`src/rtl/wb_history_fwd_if.sv`:
```
// wb_history_fwd_if: groups write-back capture inputs, lookup indices and forwarding results.
// Latency: none (wires only).
// Backpressure: none; stall/flush are level inputs to the history block.
// Ports: master = pipeline side (drives stall/flush/wb_*/rs*), slave = history block.
interface wb_history_fwd_if #(
    parameter int XLEN = 32,
    parameter int AW   = 5
);
    logic            stall;
    logic            flush;
    logic            wb_MemRd;
    logic            wb_RegWr;
    logic [AW-1:0]   wb_rd;
    logic [XLEN-1:0] wb_data;
    logic [AW-1:0]   rs1;
    logic [AW-1:0]   rs2;

    logic            extra_MemRd;
    logic            extra_RegWr;
    logic [AW-1:0]   extra_rd;
    logic            hit1;
    logic            hit2;
    logic [XLEN-1:0] fwd_data1;
    logic [XLEN-1:0] fwd_data2;
    logic            ld_hit1;
    logic            ld_hit2;
    logic [2:0]      age1;
    logic [2:0]      age2;
    logic [3:0]      occ;

    modport master (
        output stall, flush, wb_MemRd, wb_RegWr, wb_rd, wb_data, rs1, rs2,
        input  extra_MemRd, extra_RegWr, extra_rd, hit1, hit2, fwd_data1, fwd_data2,
               ld_hit1, ld_hit2, age1, age2, occ
    );

    modport slave (
        input  stall, flush, wb_MemRd, wb_RegWr, wb_rd, wb_data, rs1, rs2,
        output extra_MemRd, extra_RegWr, extra_rd, hit1, hit2, fwd_data1, fwd_data2,
               ld_hit1, ld_hit2, age1, age2, occ
    );
endinterface

```
`src/rtl/wb_history_fwd.sv`:
```
// wb_history_fwd: shift-register history of the last DEPTH retired register writes, with rs1/rs2 forwarding lookup.
// Latency: a write-back is visible in entry 0 / extra_* one cycle later; lookup is combinational on registered entries.
// Backpressure: stall freezes history and occ; flush zeroes every entry and wins over stall and capture.
// Ports: clk, rst (async active-low), bus (wb_history_fwd_if.slave).
module wb_history_fwd #(
    parameter int DEPTH = 3,
    parameter int XLEN  = 32,
    parameter int AW    = 5
) (
    input  logic            clk,
    input  logic            rst,
    wb_history_fwd_if.slave bus
);
    typedef struct packed {
        logic            vld;
        logic            mem_rd;
        logic            reg_wr;
        logic [AW-1:0]   rd;
        logic [XLEN-1:0] dat;
    } entry_t;

    entry_t     hist     [DEPTH];
    entry_t     hist_nxt [DEPTH];
    entry_t     wb_ent;
    logic [3:0] occ_q;
    logic [3:0] occ_nxt;

    // Writes to x0 keep their control fields (extra_* still shows them) but can never forward.
    always_comb begin
        wb_ent.vld    = bus.wb_RegWr && (bus.wb_rd != '0);
        wb_ent.mem_rd = bus.wb_MemRd;
        wb_ent.reg_wr = bus.wb_RegWr;
        wb_ent.rd     = bus.wb_rd;
        wb_ent.dat    = bus.wb_data;
    end

    always_comb begin
        for (int k = 0; k < DEPTH; k++) begin
            hist_nxt[k] = hist[k];
        end
        if (bus.flush) begin
            for (int k = 0; k < DEPTH; k++) begin
                hist_nxt[k] = '0;
            end
        end else if (!bus.stall) begin
            hist_nxt[0] = wb_ent;
            for (int k = 1; k < DEPTH; k++) begin
                hist_nxt[k] = hist[k-1];
            end
        end
        // occ is registered from the next-state valid bits so it moves on the same edge as the entries.
        occ_nxt = '0;
        for (int k = 0; k < DEPTH; k++) begin
            occ_nxt = occ_nxt + {3'b000, hist_nxt[k].vld};
        end
    end

    always_ff @(posedge clk or negedge rst) begin
        if (!rst) begin
            for (int k = 0; k < DEPTH; k++) begin
                hist[k] <= '0;
            end
            occ_q <= '0;
        end else begin
            for (int k = 0; k < DEPTH; k++) begin
                hist[k] <= hist_nxt[k];
            end
            occ_q <= occ_nxt;
        end
    end

    // Scan oldest to youngest so a younger match overwrites an older one.
    always_comb begin
        bus.hit1      = 1'b0;
        bus.fwd_data1 = '0;
        bus.ld_hit1   = 1'b0;
        bus.age1      = '0;
        bus.hit2      = 1'b0;
        bus.fwd_data2 = '0;
        bus.ld_hit2   = 1'b0;
        bus.age2      = '0;
        for (int k = DEPTH - 1; k >= 0; k--) begin
            if (hist[k].vld && (hist[k].rd == bus.rs1) && (bus.rs1 != '0)) begin
                bus.hit1      = 1'b1;
                bus.fwd_data1 = hist[k].dat;
                bus.ld_hit1   = hist[k].mem_rd;
                bus.age1      = 3'(k);
            end
            if (hist[k].vld && (hist[k].rd == bus.rs2) && (bus.rs2 != '0)) begin
                bus.hit2      = 1'b1;
                bus.fwd_data2 = hist[k].dat;
                bus.ld_hit2   = hist[k].mem_rd;
                bus.age2      = 3'(k);
            end
        end
    end

    assign bus.extra_MemRd = hist[0].mem_rd;
    assign bus.extra_RegWr = hist[0].reg_wr;
    assign bus.extra_rd    = hist[0].rd;
    assign bus.occ         = occ_q;
endmodule

```
`src/flat_wrapper.sv`:
```
// flat-port wrapper written by rule: the top's interface ports become plain ports
module wb_history_fwd_flat 
#(
    parameter int DEPTH = 3,
    parameter int XLEN  = 32,
    parameter int AW    = 5
)
  (clk, rst, bus_stall, bus_flush, bus_wb_MemRd, bus_wb_RegWr, bus_wb_rd, bus_wb_data, bus_rs1, bus_rs2, bus_extra_MemRd, bus_extra_RegWr, bus_extra_rd, bus_hit1, bus_hit2, bus_fwd_data1, bus_fwd_data2, bus_ld_hit1, bus_ld_hit2, bus_age1, bus_age2, bus_occ);
  wb_history_fwd_if #(.XLEN(XLEN), .AW(AW)) bus_i ();
  input  logic clk;
  input  logic rst;
  input wire logic [$bits(bus_i.stall)-1:0] bus_stall;
  input wire logic [$bits(bus_i.flush)-1:0] bus_flush;
  input wire logic [$bits(bus_i.wb_MemRd)-1:0] bus_wb_MemRd;
  input wire logic [$bits(bus_i.wb_RegWr)-1:0] bus_wb_RegWr;
  input wire logic [$bits(bus_i.wb_rd)-1:0] bus_wb_rd;
  input wire logic [$bits(bus_i.wb_data)-1:0] bus_wb_data;
  input wire logic [$bits(bus_i.rs1)-1:0] bus_rs1;
  input wire logic [$bits(bus_i.rs2)-1:0] bus_rs2;
  output wire logic [$bits(bus_i.extra_MemRd)-1:0] bus_extra_MemRd;
  output wire logic [$bits(bus_i.extra_RegWr)-1:0] bus_extra_RegWr;
  output wire logic [$bits(bus_i.extra_rd)-1:0] bus_extra_rd;
  output wire logic [$bits(bus_i.hit1)-1:0] bus_hit1;
  output wire logic [$bits(bus_i.hit2)-1:0] bus_hit2;
  output wire logic [$bits(bus_i.fwd_data1)-1:0] bus_fwd_data1;
  output wire logic [$bits(bus_i.fwd_data2)-1:0] bus_fwd_data2;
  output wire logic [$bits(bus_i.ld_hit1)-1:0] bus_ld_hit1;
  output wire logic [$bits(bus_i.ld_hit2)-1:0] bus_ld_hit2;
  output wire logic [$bits(bus_i.age1)-1:0] bus_age1;
  output wire logic [$bits(bus_i.age2)-1:0] bus_age2;
  output wire logic [$bits(bus_i.occ)-1:0] bus_occ;
  assign bus_i.stall = bus_stall;
  assign bus_i.flush = bus_flush;
  assign bus_i.wb_MemRd = bus_wb_MemRd;
  assign bus_i.wb_RegWr = bus_wb_RegWr;
  assign bus_i.wb_rd = bus_wb_rd;
  assign bus_i.wb_data = bus_wb_data;
  assign bus_i.rs1 = bus_rs1;
  assign bus_i.rs2 = bus_rs2;
  assign bus_extra_MemRd = bus_i.extra_MemRd;
  assign bus_extra_RegWr = bus_i.extra_RegWr;
  assign bus_extra_rd = bus_i.extra_rd;
  assign bus_hit1 = bus_i.hit1;
  assign bus_hit2 = bus_i.hit2;
  assign bus_fwd_data1 = bus_i.fwd_data1;
  assign bus_fwd_data2 = bus_i.fwd_data2;
  assign bus_ld_hit1 = bus_i.ld_hit1;
  assign bus_ld_hit2 = bus_i.ld_hit2;
  assign bus_age1 = bus_i.age1;
  assign bus_age2 = bus_i.age2;
  assign bus_occ = bus_i.occ;
  wb_history_fwd #(.DEPTH(DEPTH), .XLEN(XLEN), .AW(AW)) u_core (.clk(clk), .rst(rst), .bus(bus_i));
endmodule
```
`config.mk`:
```
export PLATFORM = sky130hd
export DESIGN_NAME = wb_history_fwd_flat
export DESIGN_NICKNAME = d
export VERILOG_FILES = /design/src/rtl/wb_history_fwd_if.sv /design/src/rtl/wb_history_fwd.sv /design/src/flat_wrapper.sv
export SDC_FILE = /design/constraint.sdc
export NUM_CORES = 1
export LEC_CHECK = 0
export ABC_AREA = 1
export CAP_MARGIN = 20
export CORE_AREA = 4 4 122 124
export DETAILED_ROUTE_END_ITERATION = 6
export DIE_AREA = 0 0 126 128
export PLACE_DENSITY_LB_ADDON = 0.25
export SYNTH_ARGS = -nofsm -noshare
export SYNTH_HDL_FRONTEND = slang
export SYNTH_SLANG_ARGS = --single-unit
```
`constraint.sdc`:
```
create_clock -name clk -period 2 [get_ports clk]
set_input_delay 0.3 -clock clk [delete_from_list [all_inputs] [get_ports clk]]
set_output_delay 0.3 -clock clk [all_outputs]
set_load 0.005 [all_outputs]
```
==> results.yml, run 1 <==
# yosys + openroad results
drt:
  ant_nets: 0
  post-route-drc-count: 7
  drt-vias-per-instance: 6.35
  routed_wl_um: 32700
  drtPass1Iterations: 7
  drt-initial-drc-count: 1692
sta:
  setup_viol: 72
  fin_crit_sh_pct: 130
  timing.hold.ws_ns: 0.326
  min_period_ns: 2.60
  rsz0062_at_grt: "yes"
  max_slew_margin_pct: 61.6
  max_slew.worst_pin.slew_ns: 0.571
  tns_ns: -34.52
  finalHoldViolations: 0
  fin_ws_ns: -0.601
  drv_slew: 0
  max_freq_mhz: 384
logic_synthesis:
  syn-cell-area_um2: 7220
  ys_ff: 121
  netlist_instances: 1014
  ys_cells: 1014
  ys_seq_share_pct: 42.0
  yosys_warnings: 0
  ys_types: 25
  syn_avg_cell_area_um2: 7.12
  yosys_area_um2: 7220
worst_setup_path:
  crit_family: "simple AND/OR/NAND/NOR gates"
  crit_arrival_ns: 2.30
  crit_slowest_cell: "dfrtp_1"
  cpMostUsedCell: "nand2_1"
  max_stage_delay_ns: 0.42
  cp.buffers_inverters: 5
  path_class: "register to output pin"
  start_kind: "register"
  required_ns: 1.70
  worstPathCellList: "nand2_1 -> nand2_1 -> nor2_4 -> nand2_4 -> buf_12 -> nor2_8 -> buf_8 -> buf_4 -> nand3_2 -> nand2_1 -> inv_1 -> nand2_1 -> clkbuf_2"
  worstSetupEndpointType: "output pin"
  critPathMaxFanout: 6
cells_and_area:
  drive_above_1_share_pct: 37.9
  fin_nets: 1313
  area_growth_pct: 57.5
  final_common_cell: "nand2_1"
  lay_top_cells: "nand2_1, nand3_1, inv_1, dfrtp_1, nand3_2"
  final_area_um2: 11400
  antenna_cells: 0
flow_run:
  max_cap_viol_count: 0
  warnings: 30
floorplan:
  rows: 43
  ios: 138
  dieArea_um2: 16100
  fp.coreArea_um2: 13800
  die_w_um: 126
  die.size.y_um: 128
  initial_core_util_pct: 52.4
clocking:
  cts_buffers: 17
  cts_root_buffer: "clkbuf_16"
  tritoncts: "done"
  htree_levels: 4
  clockBufferDepth: 2
  clk_latency_ns: 0.44
  clkTransAtPathRegs_ns: 0.07
grt:
  overflow: 0
  grt_pass1_vias: 8193
  grt_pass1_wl_um: 42300
  grt_max_degree: 72
  antenna_found_initial: 0
pwr:
  peakVddDrop_v: 0.000514
  power_mw: 6.61
  power.density_nw_per_um2: 582
  cellLeakagePower_nw: 5.56
outcome:
  status: "complete, but fails checks"
  violations: "DRC, setup timing"
place:
  place.gp.congestion: 0.919
  dp_hpwl_um: 15000
  place_area_um2: 9100
  io_buffers: 134
worst_hold_path:
  hp-class: "input port to register"
==> run 1: path summary, 6_finish.rpt <==
kind | cells after the start | slack, ns | start | to
worst max-delay path | 13 | -0.60 | u_core.hist[76] | bus_fwd_data2[9]
worst min-delay path | 3 | 0.33 | bus_stall | u_core.hist[31]
worst max register to register | 6 | 0.44 | u_core.hist[119] | u_core.bus.occ[2]
worst min register to register | 2 | 0.56 | u_core.hist[14] | u_core.hist[14]
max in group asynchronous | 3 | 0.98 | rst | u_core.hist[32]
min in group asynchronous | 2 | 0.37 | rst | u_core.hist[7]
==> run 1: area by class of cell <==
type	instances	area, µm²
Clock buffer	20	467
Multi-Input combinational cell	651	3910
Clock inverter	12	123
Fill cell	772	2410
Sequential cell	121	3030
Timing Repair Buffer	293	2960
Tap cell	180	225
Inverter	172	653
==> run 1: registers in the layout, indices dropped and copies added, names as in the netlist <==
| name | flops |
|---|---|
| u_core.bus.extra_rd | 5 |
| u_core.bus.extra_MemRd | 1 |
| u_core.bus.extra_RegWr | 1 |
| u_core.bus.occ | 3 |
| u_core.hist | 111 |
==> run 1: cell families after synthesis <==
group | count (synthesis) | share of synthesized area, %
AND-OR/OR-AND | 122 | 9.29
other | 1 | 0.0520
XOR/XNOR | 6 | 0.728
flip-flops | 121 | 42.0
AND/OR/NAND/NOR | 515 | 32.3
adder cells (fa/ha/maj) | 4 | 0.798
buffers and inverters | 245 | 14.8
==> run 1: repair_timing <==
item                                    4_1_cts  5_1_grt
endpoints found under the hold margin        29        0
hold buffers                                  1        0
gates resized                               336      262
pin swaps                                    28       94
endpoints found under the setup margin       72       72
gates cloned                                 10        4
buffers inserted                             53       37
==> run 1: metrics by stage <==
| step | setup WS (ns) | std cells | utilization (%) |
|---|---|---|---|
| finish | -0.601 | 1449 | 82.5 |
| global route | -0.680 | 1449 | 82.5 |
| CTS | -0.665 | 1424 | 76.8 |
| detailed placement | -0.815 | 1330 | 66.1 |
| global placement | -0.813 | 1330 | 66.1 |
| floorplan | 0.0588 | 1016 | - |
==> run 1: worst min-delay path: stages <==
cell and delay (ns):
buf_2 0.22, nand3_1 0.12, o21ai_0 0.08
==> run 1: routing by layer <==
layer / vias up / wire length [µm] / part of all wire [%] / global-route usage (%)
met4: 0 / 2410 / 7.4 / 15.0
li1: 3748 / - / - / -
met1: 4260 / 11200 / 34 / 41.6
met2: 909 / 15000 / 46 / 53.3
met5: - / 0 / 0 / 0
met3: 279 / 4100 / 13 / 8.50
==> run 1: cells in the mapped netlist, drive strengths merged <==
library cell | n | area share, %
o21ai | 71 | 4.9
fa | 1 | 0.28
clkbuf | 26 | 1.4
ha | 3 | 0.52
buf | 47 | 4.5
dfrtp | 121 | 42
clkinv | 2 | 0.10
o22ai | 48 | 4.2
conb | 1 | 0.052
a21oi | 3 | 0.21
xnor2 | 4 | 0.49
nor3 | 3 | 0.21
nand3 | 243 | 17
nor2 | 29 | 2.7
nand2 | 240 | 13
xor2 | 2 | 0.24
inv | 170 | 8.8
==> run 1: report_power, final <==
part / switching [mW] / leakage (nW) / internal [mW]
combinational: 0.499 / 3.61 / 0.321
clock: 1.23 / 0.292 / 1.92
sequential: 0.103 / 1.65 / 2.54
total: 1.83 / 5.56 / 4.78
==> run_1/clock_nets.png <==
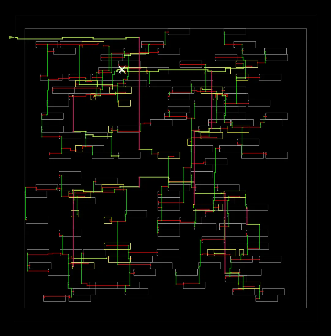
Post-Route Skew: 0.0128 ns
clock group power: 3.15 mW
total clock sinks: 121

==> run_1/gates.png <==
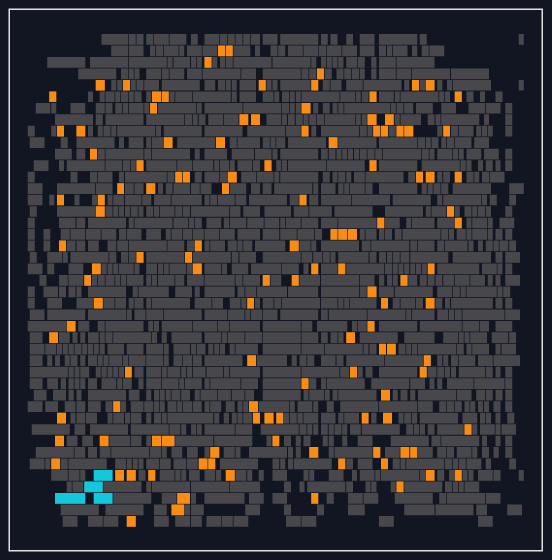
aoi and oai cells -> orange  # cells 122, where all over the die
fa/ha/maj cells -> cyan  # cells 4, where lower left

==> run_1/layers.png <==
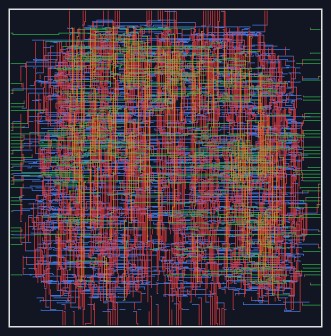
M3 -> green  # wire length 4100 µm
M1 -> blue  # wire length 11200 µm
M2 -> red  # wire length 15000 µm
M4 -> orange  # wire length 2410 µm
Via Count: 9196
Routed wire per std cell: 22.6 µm
gr usage total: 32.9%

==> run 2, diff against run 1 <==
Settings changed: RECOVER_POWER from default to 50.
==> run_2/gates.png <==
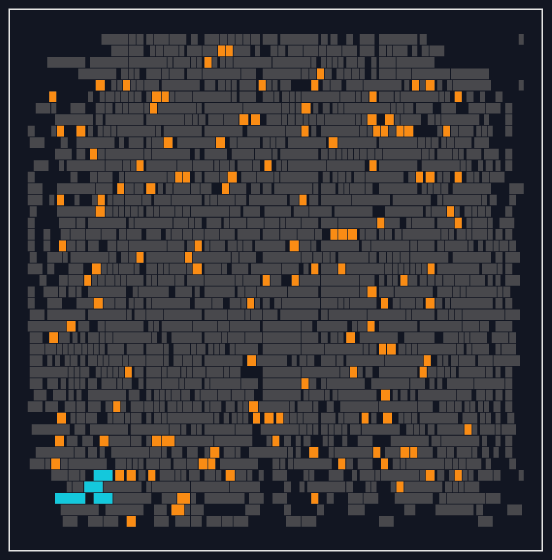
most common logic cell in the routed design: nand2_1
Layout Cells excl Fill: 1449
logic share of the area: 34.5%

==> run 2 against run 1 <==
The run ends with setup timing left. Count of clock-buffer cells in the layout is the same. Design area is 0.43% lower. Setup slack got worse by 0.018 ns. Die size unchanged.
==> results.yml, run 2 <==
# yosys + openroad results
worst_setup_path:
  required_ns: 1.70
  start_kind: "register"
  path_class: "register to output pin"
  critPathMaxFanout: 6
  crit_arrival_ns: 2.32
  worstSetupEndpointType: "output pin"
logic_synthesis:
  ys_cells: 1014
  ys_async_sr_fraction_pct: 100
  ys_seq_share_pct: 42.0
  ff_type: "dfrtp_1"
  top_cell: "nand3_1"
  yosys_area_um2: 7220
  netlist_top_cells_area: "dfrtp_1, nand3_1, nand2_1"
  yosysTopAreaCell: "dfrtp_1"
  edf_count: 0
  yosys_warnings: 0
  top_cells_by_count: "nand3_1, nand2_1, inv_1"
  ys_ff: 121
  ys_types: 25
  netlist_instances: 1014
  syn_avg_cell_area_um2: 7.12
  syn-cell-area_um2: 7220
  top_cell_area_share_pct: 42.0
sta:
  max_slew_margin_pct: 34.0
  fin_ws_ns: -0.619
  max_slew.worst_pin.slew_ns: 0.990
  min_period_ns: 2.62
  setup_viol: 72
  rsz0062_at_grt: "yes"
  fin_crit_sh_pct: 131
  worst_clock_skew_ns: 0.0115
  finalHoldViolations: 0
  drv_slew: 0
  max_freq_mhz: 382
drt:
  post-route-drc-count: 0
  drt-vias-per-instance: 6.32
  ant_nets: 0
  drtPass1Iterations: 7
  routed_wl_um: 32800
  drt-initial-drc-count: 1721
  via_count: 9163
  wl_per_cell_um: 22.7
grt:
  grt_pass1_wl_um: 42300
  antenna_found_initial: 0
  grt_max_degree: 72
  grt_pass1_vias: 8193
  grt_use_total_pct: 32.9
  overflow: 0
floorplan:
  fp.coreArea_um2: 13800
  die.size.y_um: 128
  initial_core_util_pct: 52.4
  rows: 43
  die_w_um: 126
  dieArea_um2: 16100
  ios: 138
cells_and_area:
  antenna_cells: 0
  regMostFlops: "u_core.hist"
  drive_above_1_share_pct: 37.7
  fin_nets: 1313
  fin_util_pct: 82.1
  largest_register_ffs: 111
  lay_top_cells: "nand2_1, nand3_1, inv_1, dfrtp_1, nand3_2"
  area_growth_pct: 56.8
clocking:
  tritoncts: "done"
  clk_latency_ns: 0.44
  cts_root_buffer: "clkbuf_16"
  clkTransAtPathRegs_ns: 0.07
  clockBufferDepth: 2
  htree_levels: 4
  cts_buffers: 17
  cts.sink_count: 121
pwr:
  cellLeakagePower_nw: 5.53
  peakVddDrop_v: 0.000513
  power_mw: 6.60
  power.density_nw_per_um2: 584
place:
  io_buffers: 134
  dpl_worst_slack_ns: -0.815
  post-place-cells: 1330
  place.gp.congestion: 0.919
  dp_hpwl_um: 15000
flow_run:
  warnings: 30
  max_cap_viol_count: 0
worst_hold_path:
  hp-class: "input port to register"
outcome:
  violations: "setup timing"
  status: "complete, but fails checks"
[run 2: netlist changes by cell type in the layout (fill, tap and decap cells not counted), sizes merged]
cell           previous run  this run
buf                     208       202
clkdlybuf4s50            50        49
dlygate4sd3               1         2
clkbuf                   43        49
[run 2: path summary, 6_finish.rpt]
check                            startpoint           endpoint  slack [ns]  cells after the start
max in group asynchronous               rst    u_core.hist[32]        0.21                      3
min                               bus_stall    u_core.hist[31]        0.32                      3
max                         u_core.hist[76]   bus_fwd_data2[9]       -0.62                     13
min reg2reg                 u_core.hist[14]    u_core.hist[14]        0.56                      2
max reg2reg                u_core.hist[119]  u_core.bus.occ[2]        0.45                      6
min in group asynchronous               rst     u_core.hist[7]        0.51                      2
[run 2: cells by family (layout without fill, tap and decap cells)]
logic type / after synthesis / after routing / synth area share, %
and+or+nand+nor: 515 / 516 / 32.3
buffers and inverters: 245 / 497 / 14.8
AOI/OAI and AO/OA: 122 / 122 / 9.29
DFF: 121 / 121 / 42.0
xor gates and xnor gates: 6 / 6 / 0.728
adders and majority gates: 4 / 4 / 0.798
other: 1 / 3 / 0.0520
[run 2: cell type report]
type | count | area (µm²)
sequential | 121 | 3030
clock inverter | 12 | 123
clock buffer | 20 | 467
fill | 782 | 2460
tap | 180 | 225
multi-input combinational | 651 | 3910
timing repair buffer | 293 | 2910
inverter | 172 | 653
[run 2: through the flow]
step / cell area, µm² / hold slack (ns) / TNS (ns)
after floorplan: 7230 / 0.00441 / 0
after global placement: 9100 / 0.275 / -53.16
after detailed placement: 9100 / 0.275 / -54.13
after CTS: 10600 / 0.263 / -34.42
after global routing: 11300 / 0.310 / -39.69
final: 11300 / 0.315 / -34.53
[run 2: routing by layer]
metal  vias up  GRT usage, %  routed length [µm]
met3       281          8.50                4130
li1       3747             -                   -
met2       874          53.3               15100
met1      4261          41.6               11300
met4         0          15.0                2360
met5         -             0                   0
[run 2: report_power, final]
group | total, mW | leakage [nW] | switching [mW] | internal [mW]
Sequential | 2.64 | 1.65 | 0.102 | 2.54
Combinational | 0.808 | 3.59 | 0.498 | 0.310
Clock | 3.16 | 0.292 | 1.23 | 1.92
Total | 6.60 | 5.53 | 1.83 | 4.77
[run 2: what timing repair did]
| item | in CTS | in global routing |
|---|---|---|
| pin swaps | 28 | 94 |
| hold endpoints to repair | 29 | 0 |
| setup endpoints to repair | 72 | 72 |
| gates cloned | 10 | 4 |
| resized | 336 | 262 |
| hold buffers | 1 | 0 |
| buffers inserted | 53 | 37 |
[run 2: critical path, stage by stage, from the launching register on]
cell and delay (ns):
dfrtp_1 0.42, nand2_1 0.10, nand2_1 0.11, nor2_4 0.13, nand2_4 0.09, buf_12 0.14, nor2_8 0.17, buf_8 0.17
buf_4 0.12, nand3_2 0.09, nand2_1 0.12, inv_1 0.06, nand2_1 0.06, clkbuf_2 0.11
Power is estimated from default activity; no workload was simulated.
